**src/rtl/ap_drv_pkg.sv**
```systemverilog
// rtl/ap_drv_pkg.sv - shared types and defaults for the ap_ctrl_hs initiator
// Contents: ap_drv_state_t (IDLE/RUN/DRAIN/FINISH), AP_DRV_CNT_W_DEF (default counter width).
package ap_drv_pkg;

    typedef enum logic [1:0] {
        S_IDLE,
        S_RUN,
        S_DRAIN,
        S_FINISH
    } ap_drv_state_t;

    localparam int AP_DRV_CNT_W_DEF = 32;

endpackage

```
**src/rtl/ap_drv_stat.sv**
```systemverilog
// rtl/ap_drv_stat.sv - saturating cycle counter with enable and synchronous clear
// Ports: clk, rst_n (async, active-low), en (count this cycle), clr (zero on next edge),
//        count (current value, sticks at all-ones).
// Only elaborated when AP_DRV_STAT_LAT_EN is defined; the driver has no other user of it.
`ifdef AP_DRV_STAT_LAT_EN
module ap_drv_stat #(
    parameter int CNT_W = 32
) (
    input  logic             clk,
    input  logic             rst_n,
    input  logic             en,
    input  logic             clr,
    output logic [CNT_W-1:0] count
);

    always_ff @(posedge clk or negedge rst_n) begin
        if (!rst_n) begin
            count <= '0;
        end else if (clr) begin
            count <= '0;
        end else if (en && (count != '1)) begin
            count <= count + 1'b1;
        end
    end

endmodule
`endif

```
**src/rtl/ap_ctrl_hs_driver.sv**
```systemverilog
// rtl/ap_ctrl_hs_driver.sv - initiator for the HLS ap_ctrl_hs block-level handshake
// Launches num_txn transactions into one kernel, drains completions, then holds finish.
// Ports: ap_clk, ap_rst_n (async, active-low); go, num_txn (run request, latched on accept);
//        hold_continue (forces dut_ap_continue low); dut_ap_start/ready/done/continue (kernel side);
//        started_cnt, done_cnt (accepted starts / completions); busy (RUN|DRAIN); finish (FINISH);
//        proto_err (sticky completion-without-transaction); total_cycles (run length).
// Build option: AP_DRV_STAT_LAT_EN enables the total_cycles counter; otherwise it reads 0.
module ap_ctrl_hs_driver
    import ap_drv_pkg::*;
#(
    parameter int CNT_W = AP_DRV_CNT_W_DEF
) (
    input  logic             ap_clk,
    input  logic             ap_rst_n,
    input  logic             go,
    input  logic [CNT_W-1:0] num_txn,
    input  logic             hold_continue,
    output logic             dut_ap_start,
    input  logic             dut_ap_ready,
    input  logic             dut_ap_done,
    output logic             dut_ap_continue,
    output logic [CNT_W-1:0] started_cnt,
    output logic [CNT_W-1:0] done_cnt,
    output logic             busy,
    output logic             finish,
    output logic             proto_err,
    output logic [CNT_W-1:0] total_cycles
);

    ap_drv_state_t    state;
    logic [CNT_W-1:0] num_lat;
    logic             go_ok;
    logic             start_acc;
    logic             done_acc;
    logic [CNT_W-1:0] started_nxt;
    logic [CNT_W-1:0] in_flight;

    assign busy            = (state == S_RUN) || (state == S_DRAIN);
    assign finish          = (state == S_FINISH);
    assign dut_ap_continue = busy & ~hold_continue;

    assign go_ok     = go && ((state == S_IDLE) || (state == S_FINISH));
    // dut_ap_start is only ever high in RUN, so start_acc implies RUN.
    assign start_acc = dut_ap_start & dut_ap_ready;
    assign done_acc  = dut_ap_done & dut_ap_continue;

    // A start accepted this cycle is already in flight for a done arriving in the same cycle.
    assign started_nxt = started_cnt + {{(CNT_W-1){1'b0}}, start_acc};
    assign in_flight   = started_nxt - done_cnt;

    always_ff @(posedge ap_clk or negedge ap_rst_n) begin
        if (!ap_rst_n) begin
            state        <= S_IDLE;
            dut_ap_start <= 1'b0;
            num_lat      <= '0;
            started_cnt  <= '0;
            done_cnt     <= '0;
            proto_err    <= 1'b0;
        end else begin
            case (state)
                S_IDLE, S_FINISH: begin
                    if (go_ok) begin
                        num_lat     <= num_txn;
                        started_cnt <= '0;
                        done_cnt    <= '0;
                        proto_err   <= 1'b0;
                        if (num_txn == '0) begin
                            state <= S_FINISH;
                        end else begin
                            state        <= S_RUN;
                            dut_ap_start <= 1'b1;
                        end
                    end
                end
                S_RUN, S_DRAIN: begin
                    if (start_acc) begin
                        started_cnt <= started_nxt;
                        if (started_nxt == num_lat) begin
                            dut_ap_start <= 1'b0;
                            state        <= S_DRAIN;
                        end
                    end
                    if (done_acc) begin
                        if (in_flight == '0) begin
                            proto_err <= 1'b1;
                        end else begin
                            done_cnt <= done_cnt + 1'b1;
                            // Last completion wins over the DRAIN move above should both land together.
                            if ((done_cnt + 1'b1) == num_lat) begin
                                dut_ap_start <= 1'b0;
                                state        <= S_FINISH;
                            end
                        end
                    end
                end
                default: state <= S_IDLE;
            endcase
        end
    end

`ifdef AP_DRV_STAT_LAT_EN
    // busy covers exactly the cycles from the first asserted start through the last counted done.
    ap_drv_stat #(
        .CNT_W (CNT_W)
    ) u_stat (
        .clk   (ap_clk),
        .rst_n (ap_rst_n),
        .en    (busy),
        .clr   (go_ok),
        .count (total_cycles)
    );
`else
    assign total_cycles = '0;
`endif

endmodule
```
**config.mk**
```make
export PLATFORM = sky130hd
export DESIGN_NAME = ap_ctrl_hs_driver
export DESIGN_NICKNAME = d
export VERILOG_FILES = /design/src/rtl/ap_drv_pkg.sv /design/src/rtl/ap_drv_stat.sv /design/src/rtl/ap_ctrl_hs_driver.sv
export SDC_FILE = /design/constraint.sdc
export NUM_CORES = 1
export LEC_CHECK = 0
export CAP_MARGIN = 10
export CORE_MARGIN = 2
export CORE_UTILIZATION = 50
export CTS_CLUSTER_SIZE = 40
export DETAILED_ROUTE_END_ITERATION = 12
export GPL_TIMING_DRIVEN = 0
export PLACE_DENSITY = 0.78
export SYNTH_ARGS = -nofsm -noshare
export SYNTH_HDL_FRONTEND = slang
export SYNTH_HIERARCHICAL = 1
export SYNTH_SLANG_ARGS = --single-unit
```
**constraint.sdc**
```tcl
create_clock -name ap_clk -period 6.9 [get_ports ap_clk]
set_clock_uncertainty 0.15 [all_clocks]
set_input_delay 1.38 -clock ap_clk [delete_from_list [all_inputs] [get_ports ap_clk]]
set_output_delay 1.38 -clock ap_clk [all_outputs]
set_load 0.01 [all_outputs]
```
### Signal wires on met1, run 1

Bar = 50 um. Supply wires on this layer in grey.
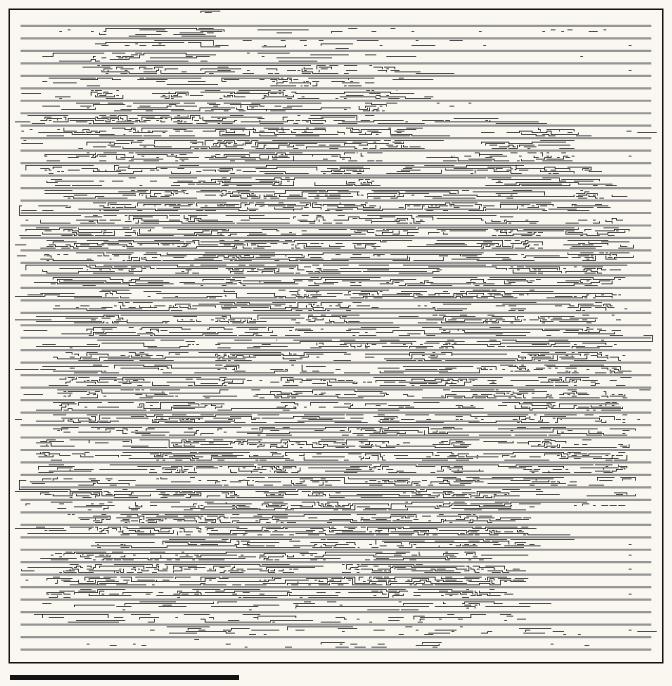
wire length on this layer = 14,400 um
share of all routed wire = 39%
met1 usage: 49.5%
Routed WL: 37,200 um
via count: 10.8k

### Signal wires on met2, run 1

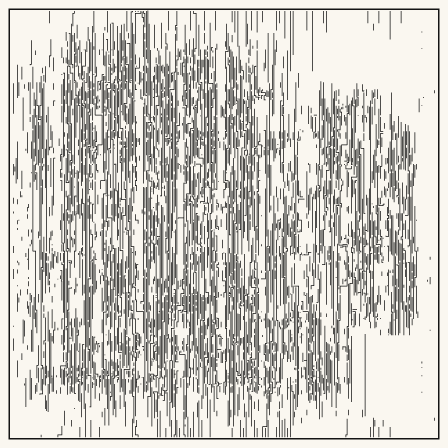
main direction = vertical
nets with wire on the layer = 1,266
wire length on this layer = 16,500 um
share of all routed wire = 44%
longest straight run = 77.2 um
met2 Resource Use GR: 55.2%

### Metal 3, run 1

Bar = 50 um.
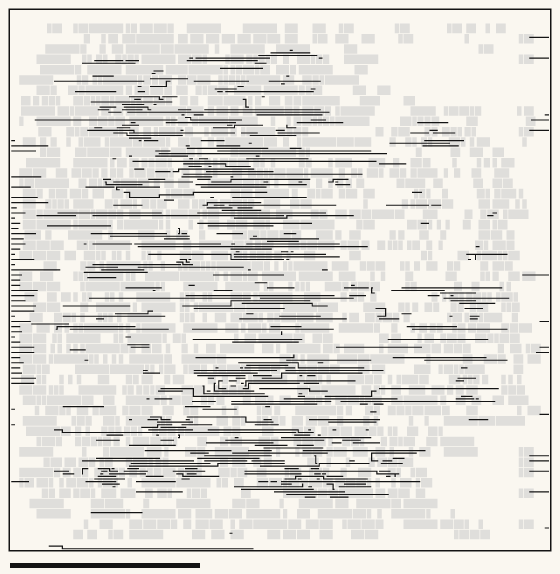
longest straight run = 63.9 um
wire length on this layer = 4,630 um
main direction = horizontal
nets with wire on the layer = 335
share of all routed wire = 12%
met3 Use GR: 7.27%

### M4 wires, run 1

Supply wires on this layer in grey.
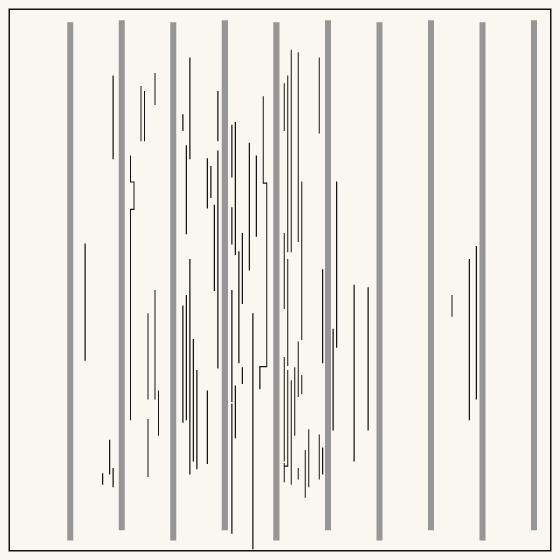
share of all routed wire = 4.6%
nets with wire on the layer = 63
wire length on this layer = 1,700 um
main direction = vertical

==> qor.yml, run 1 <==
run_status:
  status: "finished clean"
synth:
  ys_cells: 1251
  async_flop_share_pct: 100
  logic_family: "simple AND/OR/NAND/NOR gates"
  yosys.cell_types.count: 80
  ys_sh_mux_pct: 0.996
  yosysChipArea_sq_um: 9550
  yosys_warnings: 6
  synthCells: 1251
  top_area_cell: "dfrtp_1"
  common_cells: "nand2_1, dfrtp_1, o21ai_0"
  most_common_cell: "nand2_1"
floorplan:
  dieArea_sq_um: 20200
  die_y_um: 142
  core_area_sq_um: 18700
  pin_count: 139
  die_w_um: 142
  fp_util_pct: 51.1
detailed_routing:
  viasPerCell: 6.54
  drt-wirelength-per-cell_um: 22.4
  met3WireLength_um: 4630
  drtAntennaViolNets: 0
  drcViolationCount: 0
clock_network:
  cts_buffers: 9
  cts_buffer_depth: 2
  ctsHoldBuffers: 0
  ctsHtreeMaxLevel: 3
  cts_setup_buffers: 13
  clk_latency_ps: 370
  clk_pin_slew_worst_paths_ps: 80
  post_cts_resized: 48
timing:
  clock.fmax_mhz: 153
  fin_tns_setup_ps: 0
  rsz0062_at_grt: "no"
  drv_slew: 0
  layout_setup_ws_ps: 358
placement:
  dp_hpwl_um: 28600
  dpl_cell_area_sq_um: 11000
  port_buffers: 105
  dp_slack_ps: -1230
  placedCellCount: 1622
power:
  pg_clk_mw: 0.552
  pwr-share-clk_pct: 13.8
  power-top-group: "combinational cells"
  irDropWorstVdd_v: 0.000216
  combinationalPower_mw: 2.42
  swShare_pct: 50.7
  seqPwrFrac_pct: 26.0
  internal_power_mw: 1.98
  p_per_area_nw_per_um2: 335
global_route:
  grt-ovfl-total: 0
  antenna_found_initial: 0
  grt_pass1_wl_um: 55300
cells_and_area:
  final_layout_size_suffix_gt1_share_pct: 13.3
  nClkBuffers: 9
  syn_to_final_growth_pct: 25.5
  buffers: 232
  seq_area_sq_um: 2500
  layout_top_cell: "nand2_1"
  comb_area_sq_um: 6830
  largest_class: "multi-input combinational cells"
  ff_count: 100
  clkCellAreaFrac_pct: 2.55
  fin_cells: 1658
  design_area_sq_um: 12000
  fillers: 1579
worst_hold_path:
  min_path_type: "reg -> reg"
  hold_end: "proto_err$_DFFE_PN0P_"
  hold_depth: 2
critical_path:
  cp-startpoint: "dut_ap_ready"
  worstReg2RegEnd: "done_cnt[9]$_DFFE_PN0P_"
  critPathKind: "in -> reg"
  critical_path_required_ps: 7000
  cp-end-kind: "flip-flop"
  cp-endpoint: "done_cnt[9]$_DFFE_PN0P_"
run:
  tool_warnings: 26
==> run 1: critical path, stage by stage <==
cell	delay [ps]
dlymetal6s2s_1	160
and2_4	200
ha_4	150
ha_2	180
and3_1	150
buf_4	140
nand3_4	130
nor3_4	320
xor2_2	200
ha_1	270
clkbuf_4	190
a21oi_4	170
o2111ai_1	120
a211oi_1	240
o2111ai_1	190
a2111oi_2	340
o2111ai_2	190
or3_1	350
or4b_4	620
o21ai_4	360
buf_6	190
buf_6	160
o211ai_1	90
o31ai_1	120
==> run 1: registers in the layout (all words and copies together), names as in the netlist <==
| register | flops |
|---|---|
| done_cnt | 32 |
| num_lat | 32 |
| started_cnt | 32 |
| state | 2 |
| dut_ap_start | 1 |
| proto_err | 1 |
### Clock nets, run 1

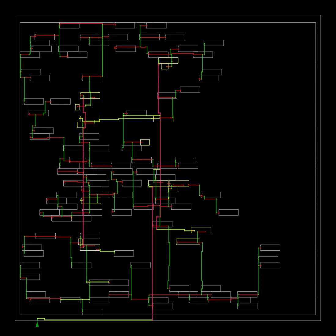

==> run 2: changes to the inputs <==
- PLACE_DENSITY: 0.78 -> 0.76
### Clock nets, run 2

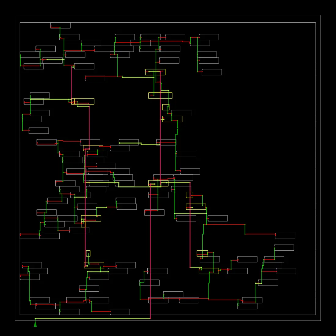
clk sinks: 100
Insertion Delay late pin: 360 ps

### Metal 3, run 2

Bar = 50 um.
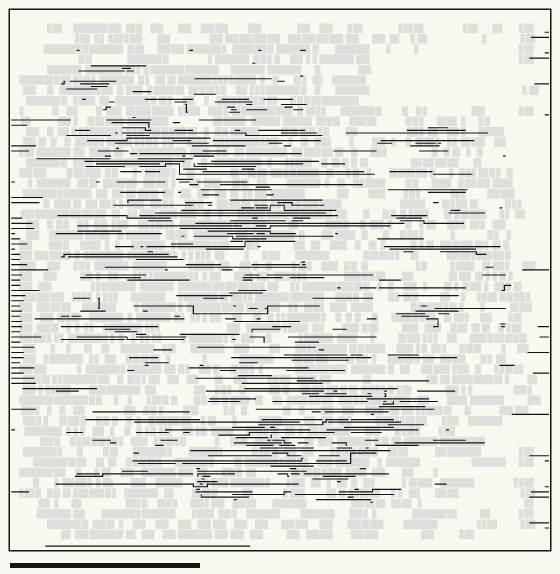
nets with wire on the layer = 306
wire length on this layer = 4,370 um
via count: 10.7k
Routed WL: 36,900 um
met3 Use GR: 7.91%

==> qor.yml, run 2 <==
synth:
  async_flop_share_pct: 100  # unchanged
  yosys.cell_types.count: 80  # unchanged
  yosys_warnings: 6  # unchanged
  top_area_cell: "dfrtp_1"  # unchanged
  ys_cells: 1251  # unchanged
  synthCells: 1251  # unchanged
  common_cells: "nand2_1, dfrtp_1, o21ai_0"  # unchanged
placement:
  placedCellCount: 1622  # unchanged
  port_buffers: 105  # unchanged
  dp_hpwl_um: 28800  # was 28,600 um
  dpl_cell_area_sq_um: 11000  # unchanged
detailed_routing:
  viasPerCell: 6.49  # was 6.54
  drcViolationCount: 0  # unchanged
timing:
  clock.fmax_mhz: 152  # was 153 MHz
  fin_tns_setup_ps: 0  # unchanged
  drv_slew: 0  # unchanged
  rsz0062_at_grt: "no"  # unchanged
critical_path:
  path_depth: 24  # unchanged
  crit_family: "simple AND/OR/NAND/NOR gates"  # was AND-OR/OR-AND gates
  crit_path_max_incr_delay_ps: 630  # was 620 ps
  worstReg2RegEnd: "done_cnt[19]$_DFFE_PN0P_"  # was done_cnt[9]$_DFFE_PN0P_
  crit_slowest_cell: "or4b_4"  # unchanged
  critical_path_required_ps: 7000  # about the same
  cp-endpoint: "done_cnt[19]$_DFFE_PN0P_"  # was done_cnt[9]$_DFFE_PN0P_
  crit_chain: "dlymetal6s2s_1 -> and2_4 -> ha_2 -> ha_1 -> and3_1 -> buf_2 -> nand3_4 -> nor3_4 -> xor2_2 -> ha_1 -> buf_2 -> a21oi_4 -> o2111ai_1 -> a211oi_2 -> o2111ai_2 -> a2111oi_2 -> o2111ai_1 -> or3_1 -> or4b_4 -> o21ai_4 -> buf_6 -> buf_12 -> nor4_1 -> a211o_1"  # was dlymetal6s2s_1 -> and2_4 -> ha_4 -> ha_2 -> and3_1 -> buf_4 -> nand3_4 -> nor3_4 -> xor2_2 -> ha_1 -> clkbuf_4 -> a21oi_4 -> o2111ai_1 -> a211oi_1 -> o2111ai_1 -> a2111oi_2 -> o2111ai_2 -> or3_1 -> or4b_4 -> o21ai_4 -> buf_6 -> buf_6 -> o211ai_1 -> o31ai_1
  cp-end-kind: "flip-flop"  # unchanged
power:
  swShare_pct: 50.3  # was 50.7%
  pwr-share-clk_pct: 13.6  # was 13.8%
  internal_power_mw: 1.99  # was 1.98 mW
  irDropWorstVdd_v: 0.000244  # was 0.000216 V
  p_per_area_nw_per_um2: 339  # was 335 nW/um^2
  seqPwrFrac_pct: 26.0  # about the same
  pg_clk_mw: 0.545  # was 0.552 mW
floorplan:
  pin_count: 139  # unchanged
  die_y_um: 142  # unchanged
  fp_util_pct: 51.1  # unchanged
  core_area_sq_um: 18700  # unchanged
clock_network:
  cts_setup_buffers: 5  # was 13
  cts_buffer_depth: 2  # unchanged
  clk_pin_slew_worst_paths_ps: 80  # about the same
  ctsHoldBuffers: 0  # unchanged
  post_cts_resized: 44  # was 48
  ctsHtreeMaxLevel: 3  # unchanged
cells_and_area:
  design_area_sq_um: 11800  # was 12,000 sq um
  layout_top_cell: "nand2_1"  # unchanged
  comb_area_sq_um: 6760  # was 6830 sq um
  reg.largest.list: "done_cnt (32), num_lat (32), started_cnt (32)"  # unchanged
worst_hold_path:
  hold_end: "proto_err$_DFFE_PN0P_"  # unchanged
  min_path_type: "reg -> reg"  # unchanged
global_route:
  met1_usage_pct: 49.1  # was 49.5%
run:
  tool_warnings: 26  # unchanged
run_status:
  status: "finished clean"  # unchanged
[run 2: cell counts after synthesis]
No cell type changed its count.
[run 2: cell type report]
cell class,count,share of cell area (%)
clock inverter,5,0.487
inverter,54,1.72
sequential,100,21.2
buffer,103,4.92
tap,234,2.48
timing repair buffer,118,9.99
clock buffer,11,2.05
multi-input combinational,1022,57.2
[run 2: cell families after synthesis]
kind of cell	Yosys count	synth area share, %
simple gates	518	27.7
compound gates	319	22.3
buf+inv	160	8.10
xor+xnor	109	10.0
flops	100	26.2
fa+ha+maj	35	4.59
mux	9	0.996
other cells	1	0.0393
[run 2: worst min-delay path, cell delays in order (launching register included)]
cell,delay (ps)
dfrtp_1,360
a21oi_1,50
nor2_1,100
Power is estimated from default activity; no workload was simulated.
